## src/rtl/robot_cmd_parser.sv

```systemverilog
// Command framer for the UART receive FIFO. It hunts for SYNC and assembles
// SYNC,CMD,LEN,PAYLOAD,CHK. Good frames are strobed out; bad or stalled frames are dropped.
module robot_cmd_parser #(
  parameter int                     DATA_BITS     = 8,
  parameter int                     MAX_PAYLOAD   = 8,
  parameter logic [DATA_BITS-1:0]   SYNC_BYTE     = 8'hAA,
  parameter int                     TIMEOUT_TICKS = 1000,
  parameter int                     TIMEOUT_BITS  = 10
) (
  input  logic                               clk,
  input  logic                               rst,
  input  logic                               rx_empty,
  input  logic [DATA_BITS-1:0]               rx_data,
  output logic                               rx_rd,
  output logic                               pkt_valid,
  output logic [DATA_BITS-1:0]               pkt_cmd,
  output logic [3:0]                         pkt_len,
  output logic [MAX_PAYLOAD*DATA_BITS-1:0]   pkt_payload,
  output logic                               pkt_error,
  output logic [1:0]                         err_code,
  output logic                               busy
);

  typedef enum logic [2:0] {HUNT, CMD, LEN, PAYLOAD, CHK} state_t;

  localparam logic [DATA_BITS-1:0]    MAX_LEN = DATA_BITS'(MAX_PAYLOAD);
  localparam logic [TIMEOUT_BITS-1:0] TO_LAST = TIMEOUT_BITS'(TIMEOUT_TICKS - 1);

  state_t                                  state;
  logic [MAX_PAYLOAD-1:0][DATA_BITS-1:0]   shadow;
  logic [DATA_BITS-1:0]                    cmd_sh;
  logic [DATA_BITS-1:0]                    sum;
  logic [3:0]                              len_sh;
  logic [3:0]                              idx;
  logic [TIMEOUT_BITS-1:0]                 tmr;
  logic                                    pop;

  // The parser never back-pressures the FIFO; every available byte is consumed.
  assign pop   = !rx_empty;
  assign rx_rd = pop;
  assign busy  = (state != HUNT);

  always_ff @(posedge clk or posedge rst) begin
    if (rst) begin
      state       <= HUNT;
      shadow      <= '0;
      cmd_sh      <= '0;
      sum         <= '0;
      len_sh      <= '0;
      idx         <= '0;
      tmr         <= '0;
      pkt_valid   <= 1'b0;
      pkt_error   <= 1'b0;
      err_code    <= '0;
      pkt_cmd     <= '0;
      pkt_len     <= '0;
      pkt_payload <= '0;
    end else begin
      pkt_valid <= 1'b0;
      pkt_error <= 1'b0;

      if (state == HUNT || pop) tmr <= '0;
      else                      tmr <= tmr + 1'b1;

      if (pop) begin
        case (state)
          HUNT: if (rx_data == SYNC_BYTE) state <= CMD;
          CMD: begin
            cmd_sh <= rx_data;
            sum    <= rx_data;
            shadow <= '0;
            state  <= LEN;
          end
          LEN: begin
            if (rx_data > MAX_LEN) begin
              pkt_error <= 1'b1;
              err_code  <= 2'b01;
              state     <= HUNT;
            end else begin
              len_sh <= rx_data[3:0];
              sum    <= sum + rx_data;
              idx    <= '0;
              state  <= (rx_data == '0) ? CHK : PAYLOAD;
            end
          end
          PAYLOAD: begin
            for (int unsigned i = 0; i < MAX_PAYLOAD; i++)
              if (32'(idx) == i) shadow[i] <= rx_data;
            sum <= sum + rx_data;
            idx <= idx + 4'd1;
            if (idx == len_sh - 4'd1) state <= CHK;
          end
          CHK: begin
            if (rx_data == sum) begin
              pkt_valid   <= 1'b1;
              pkt_cmd     <= cmd_sh;
              pkt_len     <= len_sh;
              pkt_payload <= shadow;
            end else begin
              pkt_error <= 1'b1;
              err_code  <= 2'b10;
            end
            state <= HUNT;
          end
          default: state <= HUNT;
        endcase
      end else if (state != HUNT && tmr == TO_LAST) begin
        // A pop in the expiry cycle takes the branch above, so it always wins.
        pkt_error <= 1'b1;
        err_code  <= 2'b11;
        state     <= HUNT;
      end
    end
  end

endmodule

```

## config.mk

```make
export PLATFORM = sky130hd
export DESIGN_NAME = robot_cmd_parser
export DESIGN_NICKNAME = d
export VERILOG_FILES = /design/src/rtl/robot_cmd_parser.sv
export SDC_FILE = /design/constraint.sdc
export NUM_CORES = 1
export LEC_CHECK = 0
export CORE_ASPECT_RATIO = 1.25
export CORE_MARGIN = 2
export CORE_UTILIZATION = 55
export CTS_CLUSTER_DIAMETER = 50
export DETAILED_ROUTE_END_ITERATION = 10
export GPL_TIMING_DRIVEN = 0
export PLACE_DENSITY = 0.85
export RECOVER_POWER = 50
export SLEW_MARGIN = 25
export SYNTH_ARGS = -nofsm -noshare
export SYNTH_HDL_FRONTEND = slang
export SYNTH_SLANG_ARGS = --single-unit
```

## constraint.sdc

```tcl
create_clock -name clk -period 20.6 [get_ports clk]
set_clock_uncertainty 0.2 [all_clocks]
set_input_delay 5.15 -clock clk [delete_from_list [all_inputs] [get_ports clk]]
set_output_delay 5.15 -clock clk [all_outputs]
set_load 0.01 [all_outputs]
```

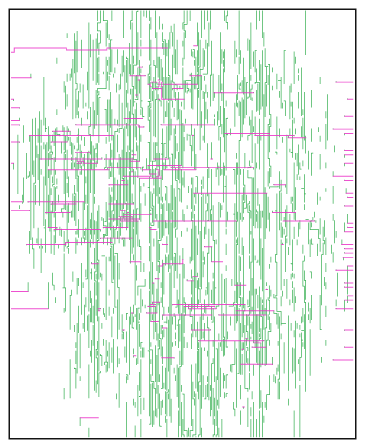
Fig. 1. Metal layers overlaid.
Only two layers are drawn.
[green] metal 2 | wire length: 8910 um
[magenta] metal 3 | wire length: 910 um
GRT Util Overall: 25.17%
drt wl/cell: 16.14 um
drt total wl: 17600 um

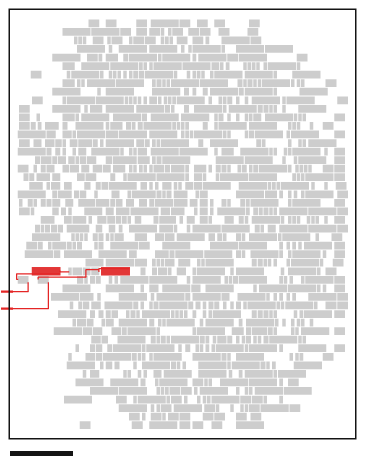
Fig. 2. Wires at chosen ports, followed through buffers.
Bar = 20 um.
[red] `err_code` | bits: 2 | direction: output | end cells: 2 | wire: 80.5 um
Port Buffers: 90
I/O Pins: 93

==> impl_metrics.env <==
# source this file to load flow results
export IMPL_status="finished with violations"
export IMPL_violations="capacitance limit, slew limit"
export IMPL_pwr_share_seq_pct=46.0
export IMPL_syn_inst=792
export IMPL_dieArea_mm2=0.01494
export IMPL_cts_buffers_inserted=17
export IMPL_path_clk_slew_ns=0.07
export IMPL_cts_tree="done"
export IMPL_start_kind="primary input"
export IMPL_cts_max_path_buffers=2
export IMPL_drv_cap=2
export IMPL_ys_flop_type="dfrtp_1"
export IMPL_viasPerCell=5.516
export IMPL_final_cell_mix="319 x nand2_1, 181 x dfrtp_1, 89 x clkdlybuf4s50_1, 74 x o21ai_0, 21 x clkbuf_1"
export IMPL_cts_htree_levels=4
export IMPL_internal_power_mw=0.7026
export IMPL_crit_arrival_ns=11.21
export IMPL_grt_pass1_wl_um=28750
export IMPL_syn_avg_cell_area_um2=9.703
export IMPL_grt_setup_unrepaired="no"
export IMPL_cts_root_buf="clkbuf_16"
export IMPL_seqCellArea_mm2=0.004529
export IMPL_design_core_area_mm2=0.01375
export IMPL_grt_max_degree=101
export IMPL_synth_top_area_share_pct=58.94
export IMPL_slew_violations=184
export IMPL_synth_simple_area_share_pct=21.34
export IMPL_netSwitchingPower_mw=0.3692
export IMPL_slowest_delay_ns=3.01
export IMPL_clk_share_pct=5.823
export IMPL_drtIter0Drc=577
export IMPL_flops=181
export IMPL_rrSetupSlack_ns=17.94
export IMPL_met1_length_um=7074
export IMPL_ys_ff=181
export IMPL_drc=0
export IMPL_fp_util_pct=55.88
export IMPL_post_route_min_period_ns=11.83
export IMPL_tap_cell_count=175
export IMPL_antennaDiodeCount=0
export IMPL_top_cells_by_count="319 x nand2_1, 181 x dfrtp_1, 74 x o21ai_0, 19 x nor2_1"
export IMPL_leakagePower_nw=4.485
export IMPL_ys_cells=792
export IMPL_dominant_cell_class="registers"
export IMPL_finalSetupTns_ns=0
export IMPL_p_per_area_mw_per_mm2=114.7
export IMPL_min_from="tmr[0]$_DFF_PP0_"
export IMPL_drtAntennaViolNets=0
export IMPL_final_nonclk_buf_share_pct=11.83
export IMPL_vias=6012
export IMPL_grt_pass1_vias=5973
export IMPL_overflow=0
export IMPL_mux_share_pct=2.003
export IMPL_dp_cells=1058
export IMPL_synthArstFlopShare_pct=100.0
export IMPL_setup_viol=0
export IMPL_fillCellCount=990
export IMPL_synth_nets=817
export IMPL_dr_wl_met3_um=910
export IMPL_comb_share_pct=30.93
export IMPL_clkSinkCount=181
export IMPL_nNetsFinal=927
export IMPL_inv_count=15
export IMPL_seq_cell_share_pct=48.45
export IMPL_relSlewSlack_pct=-184.6
export IMPL_synth_edff_count=0
export IMPL_swShare_pct=34.45
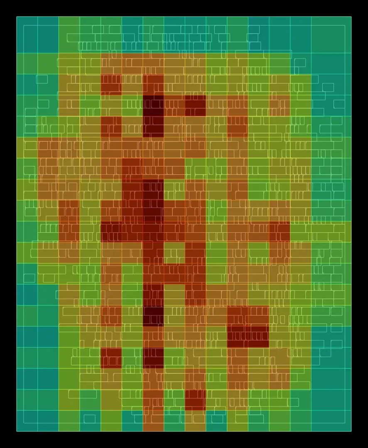
Fig. 3. Routing congestion map.
routing usage on met2: 42.90%
GRT met3 Usage: 3.883%
M1 GR Usage: 31.08%
post-layout util: 67.97%

[power by group through the flow]
stage          sequential [mW]  clock, mW  combinational [mW]
2_1_floorplan            0.482          0               0.205
3_3_place_gp             0.492          0               0.262
3_5_place_dp             0.496          0               0.275
4_1_cts                  0.492      0.302               0.280
5_1_grt                  0.502      0.315               0.314
6_report                 0.493      0.299               0.279
[stage by stage]
step	hold WS, ns	setup slack [ns]	instance area (um2)	utilization (%)	total power, mW
after floorplan	0.2251	9.813	7685	-	0.6871
after global placement	0.2427	8.169	8805	64.02	0.7533
after detailed placement	0.2498	9.272	8840	64.27	0.7710
after CTS	0.2600	9.264	9384	68.23	1.073
after global routing	0.2896	7.440	9348	67.97	1.132
final	0.2572	8.771	9348	67.97	1.072
[how the worst max path moves through the flow]
stage | endpoint | startpoint | slack [ns]
finish | pkt_payload[13]$_DFFE_PP0N_ | rst | 8.77
global placement | pkt_payload[16]$_DFFE_PP0N_ | rst | 8.17
detailed placement | rx_rd | rx_empty | 9.27
global route | idx[3]$_DFFE_PP0P_ | rst | 7.44
floorplan | rx_rd | rx_empty | 9.81
CTS | rx_rd | rx_empty | 9.26
[per-layer routing]
layer	track usage, %	up-vias
met5	0	-
met4	12.17	0
met3	3.883	58
met2	42.90	221
met1	31.08	2897
li1	-	2836
[worst register-to-register path, cell delays in order, from the launching register on]
cell and delay, ns:
dfrtp_1 0.38, ha_1 0.38, nor4_1 0.40, o2111ai_2 0.47, buf_4 0.35, buf_2 0.20, nand2_1 0.11, nand2_1 0.06
[flip-flops by register name, indices dropped and copies added, names as in the netlist, 3 cells and up]
name	count
pkt_payload	64
tmr	10
state	3
pkt_cmd	8
idx	4
sum	8
len_sh	4
shadow	64
cmd_sh	8
pkt_len	4
Power and IR drop assume default switching activity.
